## src/rtl/snd_pkg.sv

```systemverilog
// Shared sound definitions for the sound request queue and the sndm player.
// Holds the sound codes, the queue FSM states and the priority classifier.
package snd_pkg;

    localparam int unsigned SND_CODE_W = 3;

    localparam logic [SND_CODE_W-1:0] SND_NONE      = 3'b000;
    localparam logic [SND_CODE_W-1:0] SND_BEEP      = 3'b001;
    localparam logic [SND_CODE_W-1:0] SND_START     = 3'b010;
    localparam logic [SND_CODE_W-1:0] SND_HIT       = 3'b011;
    localparam logic [SND_CODE_W-1:0] SND_MISS      = 3'b100;
    localparam logic [SND_CODE_W-1:0] SND_WIN       = 3'b101;
    localparam logic [SND_CODE_W-1:0] SND_GAMEOVER  = 3'b110;
    localparam logic [SND_CODE_W-1:0] SND_GAMECLEAR = 3'b111;

    typedef enum logic [2:0] {
        IDLE       = 3'd0,
        REARM      = 3'd1,
        ISSUE      = 3'd2,
        WAIT_START = 3'd3,
        WAIT_END   = 3'd4,
        GAP        = 3'd5
    } snd_state_e;

    // Game-over and game-clear bypass the queue and pre-empt any sound in flight.
    function automatic logic is_priority(input logic [SND_CODE_W-1:0] code);
        return (code == SND_GAMEOVER) || (code == SND_GAMECLEAR);
    endfunction

    function automatic int unsigned max3(input int unsigned a, input int unsigned b,
                                         input int unsigned c);
        int unsigned m;
        m = (a > b) ? a : b;
        return (m > c) ? m : c;
    endfunction

endpackage

```

## src/rtl/snd_fifo.sv

```systemverilog
// Small synchronous FIFO with first-word fall-through read data.
// Flush beats push; a push into a full FIFO is taken only when a pop happens too.
module snd_fifo #(
    parameter int unsigned DEPTH = 4,
    parameter int unsigned WIDTH = 3
) (
    input  logic                         clk_1mhz,
    input  logic                         rst,
    input  logic                         push,
    input  logic [WIDTH-1:0]             push_data,
    input  logic                         pop,
    input  logic                         flush,
    output logic [WIDTH-1:0]             pop_data,
    output logic [$clog2(DEPTH+1)-1:0]   count,
    output logic                         empty,
    output logic                         full
);

    localparam int unsigned AW = $clog2(DEPTH);
    localparam int unsigned CW = $clog2(DEPTH + 1);

    logic [WIDTH-1:0] mem [DEPTH];
    logic [AW-1:0]    wr_ptr;
    logic [AW-1:0]    rd_ptr;
    logic             do_push_c;
    logic             do_pop_c;

    assign empty     = (count == '0);
    assign full      = (count == CW'(DEPTH));
    assign do_pop_c  = pop && !empty;
    assign do_push_c = push && (!full || do_pop_c);
    assign pop_data  = mem[rd_ptr];

    // Pointers wrap naturally because DEPTH is a power of two.
    always_ff @(posedge clk_1mhz) begin
        if (rst) begin
            wr_ptr <= '0;
            rd_ptr <= '0;
            count  <= '0;
        end else if (flush) begin
            wr_ptr <= '0;
            rd_ptr <= '0;
            count  <= '0;
        end else begin
            if (do_push_c) begin
                wr_ptr <= wr_ptr + AW'(1);
            end
            if (do_pop_c) begin
                rd_ptr <= rd_ptr + AW'(1);
            end
            count <= count + CW'(do_push_c) - CW'(do_pop_c);
        end
    end

    always_ff @(posedge clk_1mhz) begin
        if (do_push_c && !flush) begin
            mem[wr_ptr] <= push_data;
        end
    end

endmodule

```

## src/rtl/snd_queue.sv

```systemverilog
// Sound request queue in front of sndm: buffers sound events, issues them one at
// a time with a trig pulse, and lets game-over/game-clear pre-empt everything.
module snd_queue #(
    parameter int unsigned DEPTH         = 4,
    parameter int unsigned TRIG_CYCLES   = 4,
    parameter int unsigned START_TIMEOUT = 16,
    parameter int unsigned GAP_CYCLES    = 20000
) (
    input  logic                         clk_1mhz,
    input  logic                         rst,
    input  logic                         req_valid,
    input  logic [2:0]                   req_code,
    input  logic                         playing,
    output logic [2:0]                   snd_mode,
    output logic                         trig,
    output logic                         busy,
    output logic [$clog2(DEPTH+1)-1:0]   q_count,
    output logic                         drop
);

    import snd_pkg::*;

    localparam int unsigned QW      = $clog2(DEPTH + 1);
    localparam int unsigned CNT_MAX = max3(TRIG_CYCLES, START_TIMEOUT, GAP_CYCLES);
    localparam int unsigned CNT_W   = $clog2(CNT_MAX + 1);

    snd_state_e         state;
    logic [CNT_W-1:0]   cnt;
    logic [2:0]         pend;

    logic               prio_req_c;
    logic               normal_req_c;
    logic               pop_c;
    logic [2:0]         fifo_data;
    logic [QW-1:0]      fifo_count;
    logic               fifo_empty;
    logic               fifo_full;

    assign prio_req_c   = req_valid && is_priority(req_code);
    assign normal_req_c = req_valid && (req_code != SND_NONE) && !is_priority(req_code);
    assign pop_c        = (state == IDLE) && !fifo_empty && !prio_req_c;

    assign q_count = fifo_count;
    assign busy    = (state != IDLE) || !fifo_empty;

    snd_fifo #(
        .DEPTH (DEPTH),
        .WIDTH (SND_CODE_W)
    ) u_fifo (
        .clk_1mhz  (clk_1mhz),
        .rst       (rst),
        .push      (normal_req_c),
        .push_data (req_code),
        .pop       (pop_c),
        .flush     (prio_req_c),
        .pop_data  (fifo_data),
        .count     (fifo_count),
        .empty     (fifo_empty),
        .full      (fifo_full)
    );

    // Issue FSM; the shared counter is cleared on every state entry.
    always_ff @(posedge clk_1mhz) begin
        if (rst) begin
            state    <= IDLE;
            cnt      <= '0;
            pend     <= SND_NONE;
            snd_mode <= SND_NONE;
            trig     <= 1'b0;
            drop     <= 1'b0;
        end else begin
            drop <= normal_req_c && fifo_full && !pop_c;
            cnt  <= cnt + CNT_W'(1);

            if (prio_req_c) begin
                pend  <= req_code;
                state <= REARM;
                cnt   <= '0;
                trig  <= 1'b0;
            end else begin
                case (state)
                    IDLE: begin
                        trig <= 1'b0;
                        if (!fifo_empty) begin
                            snd_mode <= fifo_data;
                            trig     <= 1'b1;
                            state    <= ISSUE;
                            cnt      <= '0;
                        end
                    end
                    // Two low cycles give sndm's synchronizer a fresh rising edge.
                    REARM: begin
                        trig <= 1'b0;
                        if (cnt == CNT_W'(1)) begin
                            snd_mode <= pend;
                            trig     <= 1'b1;
                            state    <= ISSUE;
                            cnt      <= '0;
                        end
                    end
                    ISSUE: begin
                        if (cnt == CNT_W'(TRIG_CYCLES - 1)) begin
                            trig  <= 1'b0;
                            state <= playing ? WAIT_END : WAIT_START;
                            cnt   <= '0;
                        end
                    end
                    WAIT_START: begin
                        trig <= 1'b0;
                        if (playing) begin
                            state <= WAIT_END;
                            cnt   <= '0;
                        end else if (cnt == CNT_W'(START_TIMEOUT - 1)) begin
                            state <= GAP;
                            cnt   <= '0;
                        end
                    end
                    WAIT_END: begin
                        trig <= 1'b0;
                        if (!playing) begin
                            state <= GAP;
                            cnt   <= '0;
                        end
                    end
                    // The WAIT_END cycle that saw playing fall is the first silent cycle.
                    GAP: begin
                        trig <= 1'b0;
                        if (cnt == CNT_W'(GAP_CYCLES - 2)) begin
                            state <= IDLE;
                            cnt   <= '0;
                        end
                    end
                    default: begin
                        trig  <= 1'b0;
                        state <= IDLE;
                        cnt   <= '0;
                    end
                endcase
            end
        end
    end

endmodule

```

## config.mk

```make
export PLATFORM = sky130hd
export DESIGN_NAME = snd_queue
export DESIGN_NICKNAME = d
export VERILOG_FILES = /design/src/rtl/snd_pkg.sv /design/src/rtl/snd_fifo.sv /design/src/rtl/snd_queue.sv
export SDC_FILE = /design/constraint.sdc
export NUM_CORES = 1
export LEC_CHECK = 0
export CELL_PAD_IN_SITES_DETAIL_PLACEMENT = 0
export CELL_PAD_IN_SITES_GLOBAL_PLACEMENT = 2
export CORE_MARGIN = 4
export CORE_UTILIZATION = 34
export DETAILED_ROUTE_END_ITERATION = 8
export PLACE_DENSITY = 0.73
export SKIP_CTS_REPAIR_TIMING = 1
export SYNTH_ARGS = -nofsm -noshare
export SYNTH_HDL_FRONTEND = slang
export SYNTH_SLANG_ARGS = --single-unit
```

## constraint.sdc

```tcl
create_clock -name clk_1mhz -period 2.36 [get_ports clk_1mhz]
set_clock_uncertainty 0.2 [all_clocks]
set_input_delay 0.354 -clock clk_1mhz [delete_from_list [all_inputs] [get_ports clk_1mhz]]
set_output_delay 0.354 -clock clk_1mhz [all_outputs]
set_load 0.1 [all_outputs]
```

Fig. 1: clock nets
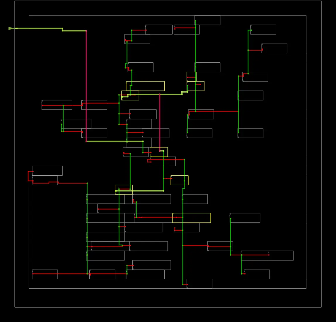
count of clock-net buffers in the final layout: 5
number of sequential cells: 47
number of buffers inserted during clock tree synthesis: 5

Fig. 2: cell classes on the final placement
Fill, decap, tap and diode cells in grey.
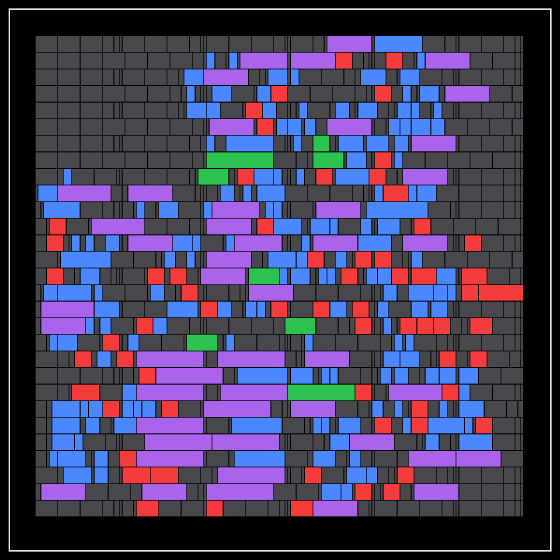
legend:
  remaining buffers and delay cells:
    colour: red
    cells: 64
    share_of_their_area: 18%
  clock drivers and dummy loads:
    colour: green
    cells: 8
    share_of_their_area: 4.6%
  combinational and other logic:
    colour: blue
    cells: 164
    share_of_their_area: 41%
  sequential cells:
    colour: purple
    cells: 47
    share_of_their_area: 37%
core occupancy in the finished layout: 0.4824
placement row count: 29

==> Changelog: implementation <==
### Changed

- Result of the run: finished, violations left
- Violations in the final reports: negative setup slack
- Maximum clock rate: approximately 420 MHz
- Number of well taps: 77
- Area of the chip: 7840 um^2
- Mean cell area of the mapped netlist: between 10 and 15 um^2
- Final weighted congestion of routability-driven global placement: approximately 0.77
- Met3 routed wirelength: around 100 um
- Via count of the first global-routing pass: 1739
- Gr busiest metal: met2
- Worst setup path endpoint: cnt[6]$_SDFF_PP0_
- Final nets: around 300
- Yosys xor share: 0.07147
- Seq/Total Area, Yosys: 0.4810
- Critical Path RT: 2350 ps
- Clk Latency, worst-skew pair: between 200 and 300 ps
- CP Data Arrival Time: 2380 ps
- Clk network pwr share: 0.198
- Most area-hungry cell class in the final design: logic gates
- Number of detailed-route iterations in the first pass: 4
- Log Warnings: 32
- Leakage power of the design: 1.244 nW
- Filler cells: 636
- Final-layout setup total negative slack: -361.1 ps
- Synth logic family: simple AND/OR/NAND/NOR gates
- Largest net degree at the start of global routing: 16
- Number of different library cells in the post-synthesis netlist: 45
- Share of the final layout cell area in multi-input gates: 0.3846
- CP bufs+invs: 2
- Number of DRC markers after the initial detailed-route iteration: 61
- Period utilisation layout: 1.014
- Die height: approximately 89 um
- Power density cells: between 1000 and 1500 nW/um^2
- Net switching power: 1.371 mW
- Internal reg-to-reg setup slack: -30 ps
- Largest regs: cnt x15, u_fifo.mem x12
- Global route total overflow: 0
- Footprint of the flip-flops and latches: 1081 um^2
- Logic area: 1171 um^2
- Fraction of power spent switching nets: 0.3922
- Yosys-reported design area after synthesis: about 2200 um^2
- Overall Power: 3.494 mW
- Basic-gate share of the synthesized area counting and, or, nand and nor cells: 0.2297
- Fraction of registers with async set or reset after synthesis: 0
- Worst R2R Path Depth: 7
- Fraction of power consumed by sequential logic: 0.303
- Power share of the combinational group: 0.499
- Hold-critical path depth: 2
- Non-Clock Inverter Count: 9
- Endpoint, Worst Hold: u_fifo.mem[1][1]$_DFFE_PP_
- Worst path cell trace: nor4_4, nand4b_2, a221o_2, buf_6, o41ai_4, buf_4, nor2_1
- Int Pwr: 2.124 mW
- Most common library cell in the layout ignoring fill and taps: sky130_fd_sc_hd__buf_4
- Number of port buffers: 15
- Final critical-path setup slack: -32.79 ps
- Worst Max-Slew Pin Slew: 494.1 ps
- Met3 capacity usage during global routing: 0.02886
- Post-route non-filler standard cell count: ~360
- Setup repair after global routing missed its margin: true
- Count of placed standard cells including taps: 348
- Post-detail-place hpwl: between 3 and 4 mm
- Setup Viol. Count Final: 15
- Met2 usage in global routing: 0.2209
- Antenna violations before repair: 0
- Count of library flops with an enable pin: 12
Fig. 3: metal layers overlaid
Bar = 20 um. Only two layers are drawn.
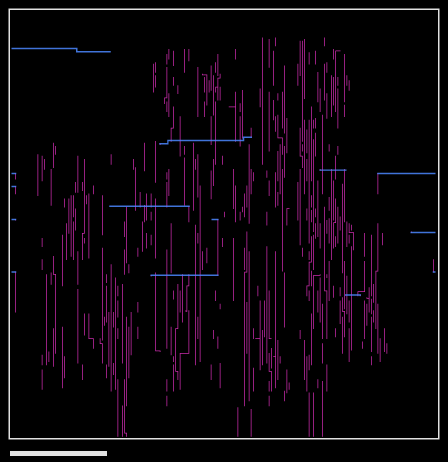
legend:
  metal 3:
    colour: blue
    wire_length: 100 um
  metal 2:
    colour: magenta
    wire_length: 2280 um
final wirelength: 4.783 mm
DR WL/cell: 13.29 um
number of vias after detailed routing: 1732
overall fraction of global-route tracks in use: 0.1339

-- metrics by stage --
stage               utilization  setup slack (ps)
floorplan                     -             11.92
global placement         0.4388            -293.2
detailed placement       0.4388            -323.6
CTS                      0.4604            -206.7
global route             0.4824            -134.7
finish                   0.4824            -32.79
-- power by group through the flow --
stage                     sequential [mW]  clock, mW  combinational (mW)
after CTS                            1.05      0.716                1.58
final                                1.06      0.692                1.74
after global routing                 1.08      0.747                1.90
after floorplan                      1.36          0               0.732
after detailed placement             1.06          0                1.57
after global placement               1.06          0                1.57
-- synth_stat cells, drive strengths merged (6+ instances only) --
library cell,count
and2,7
and3,6
dfxtp,35
edfxtp,12
ha,8
inv,9
nand2,15
nand3,8
nor2,36
nor3,8
xnor2,9
xor2,9
Power is estimated from default activity; no workload was simulated.
